$ cat src/rtl/spi_pkg.sv
// ---------------------------------------------------------------------------
// spi_pkg
// Shared definitions for the SPI master clocking path and its consumers
// (sclk_edge_gen, the downstream mode adapter and the slave side).
//   sclk_state_e          : serial-clock generator state encoding
//   cpol(mode)            : clock polarity bit of an SPI mode (0..3)
//   cpha(mode)            : clock phase bit of an SPI mode (0..3)
//   half_cnt_width(n)     : counter width for a modulo-n half-period timer
// ---------------------------------------------------------------------------
package spi_pkg;

  // Smallest legal number of clk cycles per SCLK half-period.
  localparam int MIN_CLKS_PER_HALF_BIT = 32'sd2;

  typedef enum logic [1:0] {
    IDLE  = 2'd0,
    RUN   = 2'd1,
    DRAIN = 2'd2
  } sclk_state_e;

  function automatic logic cpol(input int spi_mode);
    return spi_mode[1];
  endfunction

  function automatic logic cpha(input int spi_mode);
    return spi_mode[0];
  endfunction

  // Illegal divisors are rejected at elaboration by the generator, so the
  // 1-bit fallback only keeps declarations well formed until that error fires.
  function automatic int half_cnt_width(input int n);
    return (n < MIN_CLKS_PER_HALF_BIT) ? 32'sd1 : $clog2(n);
  endfunction

endpackage

$ cat src/rtl/sclk_half_timer.sv
// ---------------------------------------------------------------------------
// sclk_half_timer
// Modulo-CLKS_PER_HALF_BIT counter that paces the SCLK half-periods.
//   clk  in  : system clock
//   rst  in  : asynchronous active-high reset
//   clr  in  : synchronous clear to 0 (wins over en)
//   en   in  : advance the count this cycle
//   tc   out : count is at its terminal value (CLKS_PER_HALF_BIT-1)
// ---------------------------------------------------------------------------
module sclk_half_timer
  import spi_pkg::*;
#(
  parameter int CLKS_PER_HALF_BIT = 4
) (
  input  logic clk,
  input  logic rst,
  input  logic clr,
  input  logic en,
  output logic tc
);

  localparam int CW = half_cnt_width(CLKS_PER_HALF_BIT);
  localparam logic [CW-1:0] LAST = CW'(CLKS_PER_HALF_BIT - 32'sd1);
  localparam logic [CW-1:0] ONE  = CW'(32'sd1);

  logic [CW-1:0] cnt_r;

  // Half-period count: wraps at the terminal value, clear has priority.
  always_ff @(posedge clk or posedge rst) begin
    if (rst) begin
      cnt_r <= {CW{1'b0}};
    end else if (clr) begin
      cnt_r <= {CW{1'b0}};
    end else if (en) begin
      if (cnt_r == LAST) begin
        cnt_r <= {CW{1'b0}};
      end else begin
        cnt_r <= cnt_r + ONE;
      end
    end else begin
      cnt_r <= cnt_r;
    end
  end

  assign tc = (cnt_r == LAST);

endmodule

$ cat src/rtl/sclk_edge_gen.sv
// ---------------------------------------------------------------------------
// sclk_edge_gen
// SPI master serial-clock generator. Divides clk into SCLK (half-period of
// CLKS_PER_HALF_BIT clk cycles) and emits one-cycle strobes registered in the
// same edge as each SCLK transition. Stopping always lets SCLK finish back at
// its idle level (CPOL).
//   clk     in  : system clock
//   rst     in  : asynchronous active-high reset
//   en      in  : run request (level)
//   clear_d in  : synchronous abort, shared with the mode adapter
//   sclk    out : generated serial clock (registered)
//   r_edge  out : strobe in the cycle sclk goes 0->1 (registered)
//   f_edge  out : strobe in the cycle sclk goes 1->0 (registered)
//   idle_v  out : constant ~CPOL
//   busy    out : generator is not idle (registered)
// ---------------------------------------------------------------------------
module sclk_edge_gen
  import spi_pkg::*;
#(
  parameter int SPI_MODE          = 3,
  parameter int CLKS_PER_HALF_BIT = 4
) (
  input  logic clk,
  input  logic rst,
  input  logic en,
  input  logic clear_d,
  output logic sclk,
  output logic r_edge,
  output logic f_edge,
  output logic idle_v,
  output logic busy
);

  localparam logic CPOL = cpol(SPI_MODE);

  if (CLKS_PER_HALF_BIT < MIN_CLKS_PER_HALF_BIT) begin : g_half_bit_check
    $error("sclk_edge_gen: CLKS_PER_HALF_BIT must be at least 2");
  end

  sclk_state_e state_r;
  logic        sclk_r;
  logic        r_edge_r;
  logic        f_edge_r;
  logic        busy_r;

  logic        active_s;
  logic        stop_s;
  logic        tmr_clr_s;
  logic        tmr_en_s;
  logic        tc_s;

  // Timer control: count only while running/draining; an immediate stop
  // (SCLK already at idle level) drops the partial half-period so the next
  // start begins a full half-period.
  always_comb begin
    active_s  = 1'b0;
    stop_s    = 1'b0;
    tmr_clr_s = 1'b1;
    tmr_en_s  = 1'b0;
    if (state_r != IDLE) begin
      active_s = 1'b1;
    end else begin
      active_s = 1'b0;
    end
    if (active_s && !en && (sclk_r == CPOL)) begin
      stop_s = 1'b1;
    end else begin
      stop_s = 1'b0;
    end
    tmr_clr_s = clear_d || !active_s || stop_s;
    tmr_en_s  = active_s;
  end

  sclk_half_timer #(
    .CLKS_PER_HALF_BIT(CLKS_PER_HALF_BIT)
  ) u_half_timer (
    .clk(clk),
    .rst(rst),
    .clr(tmr_clr_s),
    .en (tmr_en_s),
    .tc (tc_s)
  );

  // Generator FSM with SCLK, strobe and busy registers.
  always_ff @(posedge clk or posedge rst) begin
    if (rst) begin
      state_r  <= IDLE;
      sclk_r   <= CPOL;
      r_edge_r <= 1'b0;
      f_edge_r <= 1'b0;
      busy_r   <= 1'b0;
    end else if (clear_d) begin
      state_r  <= IDLE;
      sclk_r   <= CPOL;
      r_edge_r <= 1'b0;
      f_edge_r <= 1'b0;
      busy_r   <= 1'b0;
    end else begin
      case (state_r)
        IDLE: begin
          sclk_r   <= CPOL;
          r_edge_r <= 1'b0;
          f_edge_r <= 1'b0;
          if (en) begin
            state_r <= RUN;
            busy_r  <= 1'b1;
          end else begin
            state_r <= IDLE;
            busy_r  <= 1'b0;
          end
        end
        RUN, DRAIN: begin
          if (stop_s) begin
            // SCLK already rests at CPOL: stop without a further edge.
            state_r  <= IDLE;
            sclk_r   <= sclk_r;
            r_edge_r <= 1'b0;
            f_edge_r <= 1'b0;
            busy_r   <= 1'b0;
          end else if (tc_s) begin
            sclk_r   <= ~sclk_r;
            r_edge_r <= ~sclk_r;
            f_edge_r <= sclk_r;
            if (en) begin
              state_r <= RUN;
              busy_r  <= 1'b1;
            end else if (~sclk_r == CPOL) begin
              // This toggle lands SCLK on its idle level: done.
              state_r <= IDLE;
              busy_r  <= 1'b0;
            end else begin
              state_r <= DRAIN;
              busy_r  <= 1'b1;
            end
          end else begin
            sclk_r   <= sclk_r;
            r_edge_r <= 1'b0;
            f_edge_r <= 1'b0;
            busy_r   <= 1'b1;
            if (en) begin
              state_r <= RUN;
            end else begin
              state_r <= DRAIN;
            end
          end
        end
        default: begin
          state_r  <= IDLE;
          sclk_r   <= CPOL;
          r_edge_r <= 1'b0;
          f_edge_r <= 1'b0;
          busy_r   <= 1'b0;
        end
      endcase
    end
  end

  assign sclk   = sclk_r;
  assign r_edge = r_edge_r;
  assign f_edge = f_edge_r;
  assign busy   = busy_r;
  assign idle_v = ~CPOL;

endmodule

$ cat config.mk
export PLATFORM = sky130hd
export DESIGN_NAME = sclk_edge_gen
export DESIGN_NICKNAME = d
export VERILOG_FILES = /design/src/rtl/spi_pkg.sv /design/src/rtl/sclk_half_timer.sv /design/src/rtl/sclk_edge_gen.sv
export SDC_FILE = /design/constraint.sdc
export NUM_CORES = 1
export LEC_CHECK = 0
export CAP_MARGIN = 10
export CELL_PAD_IN_SITES_DETAIL_PLACEMENT = 1
export CELL_PAD_IN_SITES_GLOBAL_PLACEMENT = 2
export CORE_UTILIZATION = 32
export CTS_BUF_LIST = sky130_fd_sc_hd__clkbuf_2
export CTS_CLUSTER_DIAMETER = 150
export DETAILED_ROUTE_END_ITERATION = 8
export PLACE_DENSITY = 0.88
export SLEW_MARGIN = 20
export SYNTH_ARGS = -nofsm -noshare
export SYNTH_HDL_FRONTEND = slang
export SYNTH_SLANG_ARGS = --single-unit
$ cat constraint.sdc
create_clock -name clk -period 1.87 [get_ports clk]
set_input_delay 0.187 -clock clk [delete_from_list [all_inputs] [get_ports clk]]
set_output_delay 0.187 -clock clk [all_outputs]
set_load 0.005 [all_outputs]
==> results.cfg <==
; synthesis and place-and-route metrics
[cts]
postCtsHoldBufs = 0
cts_buffer_depth = 2
cts_tree = built
cts-resized-gates = 0
htree_levels = 1
root_buffer = clkbuf_2
cts.sinks = 8
cts_buffers = 3

[power]
vdd_ir_drop_max_uv = 316.2
power.leakage_nw = 0.2282
p_per_area_nw_per_um2 = 687.4
p_total_mw = 0.3518

[placement]
place_congestion = 0.8022
port_buffers = 7

[floorplanning]
ios = 9
die_x_um = 38.36
dieHeight_um = 38.36
chipArea_um2 = 1471
well_tap_count = 14
fp-utilization_pct = 36.11
num_rows = 12

[critical_path]
crit_start = sclk
r2r_start = state_r[0]
worst-path-buf-inv = 1
slowest_delay_ns = 0.60
critPathSlowestCell = dfstp_2
cp_num_cells = 1
crit_fanout = 8
path_cells = clkdlybuf4s50_1
ff2ff_path_depth = 4

[sta]
finalSetupViolations = 0
fin_crit_sh_pct = 83.43
rsz0062_at_grt = false
fin_skew_ns = 0.01429
holdWs_ns = 0.1674
finalSetupTns_ns = 0

[final_layout]
drive_gt1_share_pct = 17.02
final_core_util_pct = 43.70
diodes = 0
nets = 55
clock_buffers = 4
nNonClkInverters = 4
combGateArea_um2 = 187.7
fillers = 138
clock_area_share_pct = 3.912
buffer_area_share_pct = 13.69
dominant_cells = registers
sh_seq_area_pct = 39.36
reg.largest.list = state_r: 2 flops, u_half_timer.cnt_r: 2 flops
syn_to_final_growth_pct = 21.01
logic_gates = 24

[synth]
fp_nets = 45
yosysTopAreaCellShare_pct = 41.42
synth_cell_types = 21
aoi_share_pct = 11.24
largest_area_cell = dfrtp_1
simple_gate_share_pct = 23.37
synth_area_per_cell_um2 = 11.13
ff_type = dfrtp_1
ys_area_um2 = 422.9
area_leaders = dfrtp_1 41%, ha_1 8.9%, dfstp_2 6.2%
common_cells = 7 x dfrtp_1, 4 x inv_1, 3 x ha_1, 3 x nor2b_1
synth_dominant_cell_count = dfrtp_1
synth-edff-count = 0

[detailed_routing]
antenna_left = 0
routed_via_density = 5.115
detail_route.first_pass.iterations = 3
wire_per_inst_um = 14.36
drtIter0Drc = 7

[global_routing]
gr-total-overflow = 0
grt_antenna_before_repair = 0
grt_pass1_wl_mm = 1.469
grt_max_degree = 10
grtUsageTotal_pct = 15.75
grt_pass1_vias = 314

[run_status]
outcome = completed
-- worst reg2reg max path, delay by kind of cell (launching register included) --
family / cells / cell delay (ns)
simple gates: 2 / 0.57
buf+inv: 1 / 0.05
fa+ha+maj: 1 / 0.34
flops: 1 / 0.36
-- worst min-delay path by stage --
stage,to,slack [ns],depth (start not counted),from
2_1_floorplan,busy,0.002,1,rst
3_3_place_gp,f_edge,0.45,2,rst
3_5_place_dp,state_r[0],0.46,2,rst
4_1_cts,state_r[0],0.17,2,rst
5_1_grt,u_half_timer.cnt_r[0],0.18,2,rst
6_report,state_r[0],0.17,2,rst
-- power breakdown --
part,internal [mW],switching [mW]
registers,0.178,0.00221
logic,0.0223,0.0242
clock network,0.0568,0.0681
total,0.257,0.0944
-- per-stage QoR --
stage | instances | setup slack (ns)
finish | 61 | 0.3099
global route | 61 | 0.2565
CTS | 61 | 0.3053
detailed placement | 57 | 0.3830
global placement | 57 | 0.4314
floorplan | 38 | 0.5655
-- metal layers --
| layer | routed length [µm] | GRT usage, % | part of all wire [%] | vias to the layer above |
|---|---|---|---|---|
| met5 | 0 | 0 | 0 | - |
| met4 | 29 | 10.34 | 3.3 | 0 |
| met3 | 40 | 5.233 | 4.6 | 3 |
| met2 | 413 | 26.27 | 47 | 11 |
| met1 | 392 | 16.73 | 45 | 151 |
| li1 | - | - | - | 147 |
-- layout by cell type (no fill, tap or decap) --
cell,n
dfrtp_1,7
clkdlybuf4s50_1,7
inv_1,4
clkbuf_2,4
nor2b_1,3
ha_1,3
nor3_1,2
nor2_1,2
nor3b_1,2
nor4b_1,2
o21ai_0,1
a21o_1,1
o21bai_1,1
a32o_1,1
o211ai_1,1
or4b_4,1
nor3_2,1
or2_1,1
a211o_2,1
conb_1,1
dfstp_2,1
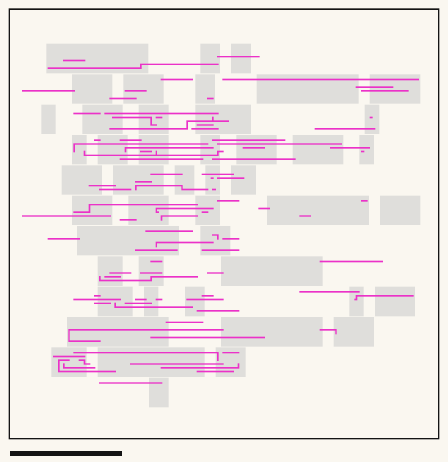
*Metal 1*
Bar = 10 µm.
The longest straight run is 17.5 µm. The layer carries 393 µm of wire. 44 nets have wire on it.

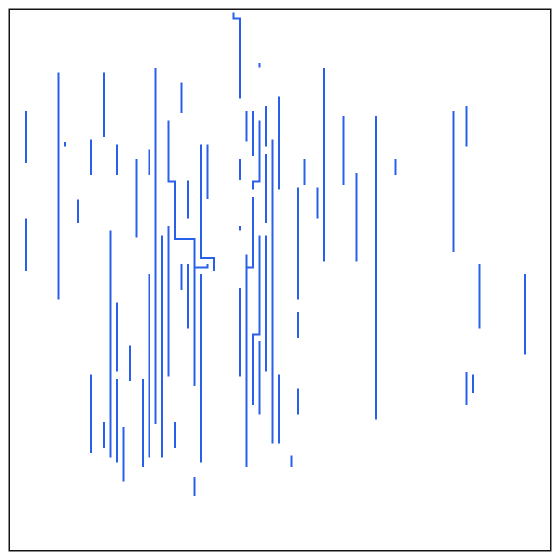
*Signal wires on met2*
47 nets have wire on it. The layer holds 47% of the routed length. The wires run mostly vertical. The longest straight run is 25.2 µm.

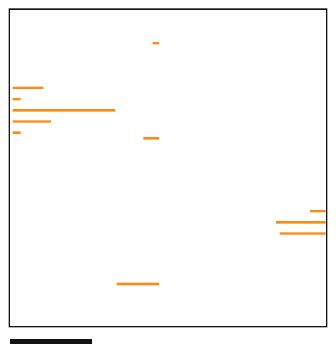
*Signal wires on met3*
Bar = 10 µm.
9 nets have wire on it. The longest straight run is 12.2 µm. The layer holds 4.7% of the routed length.
Global Route met3 Usage: 5.233%
via count: 312
DRT Wirelength: 876 µm

Power and IR drop assume default switching activity.
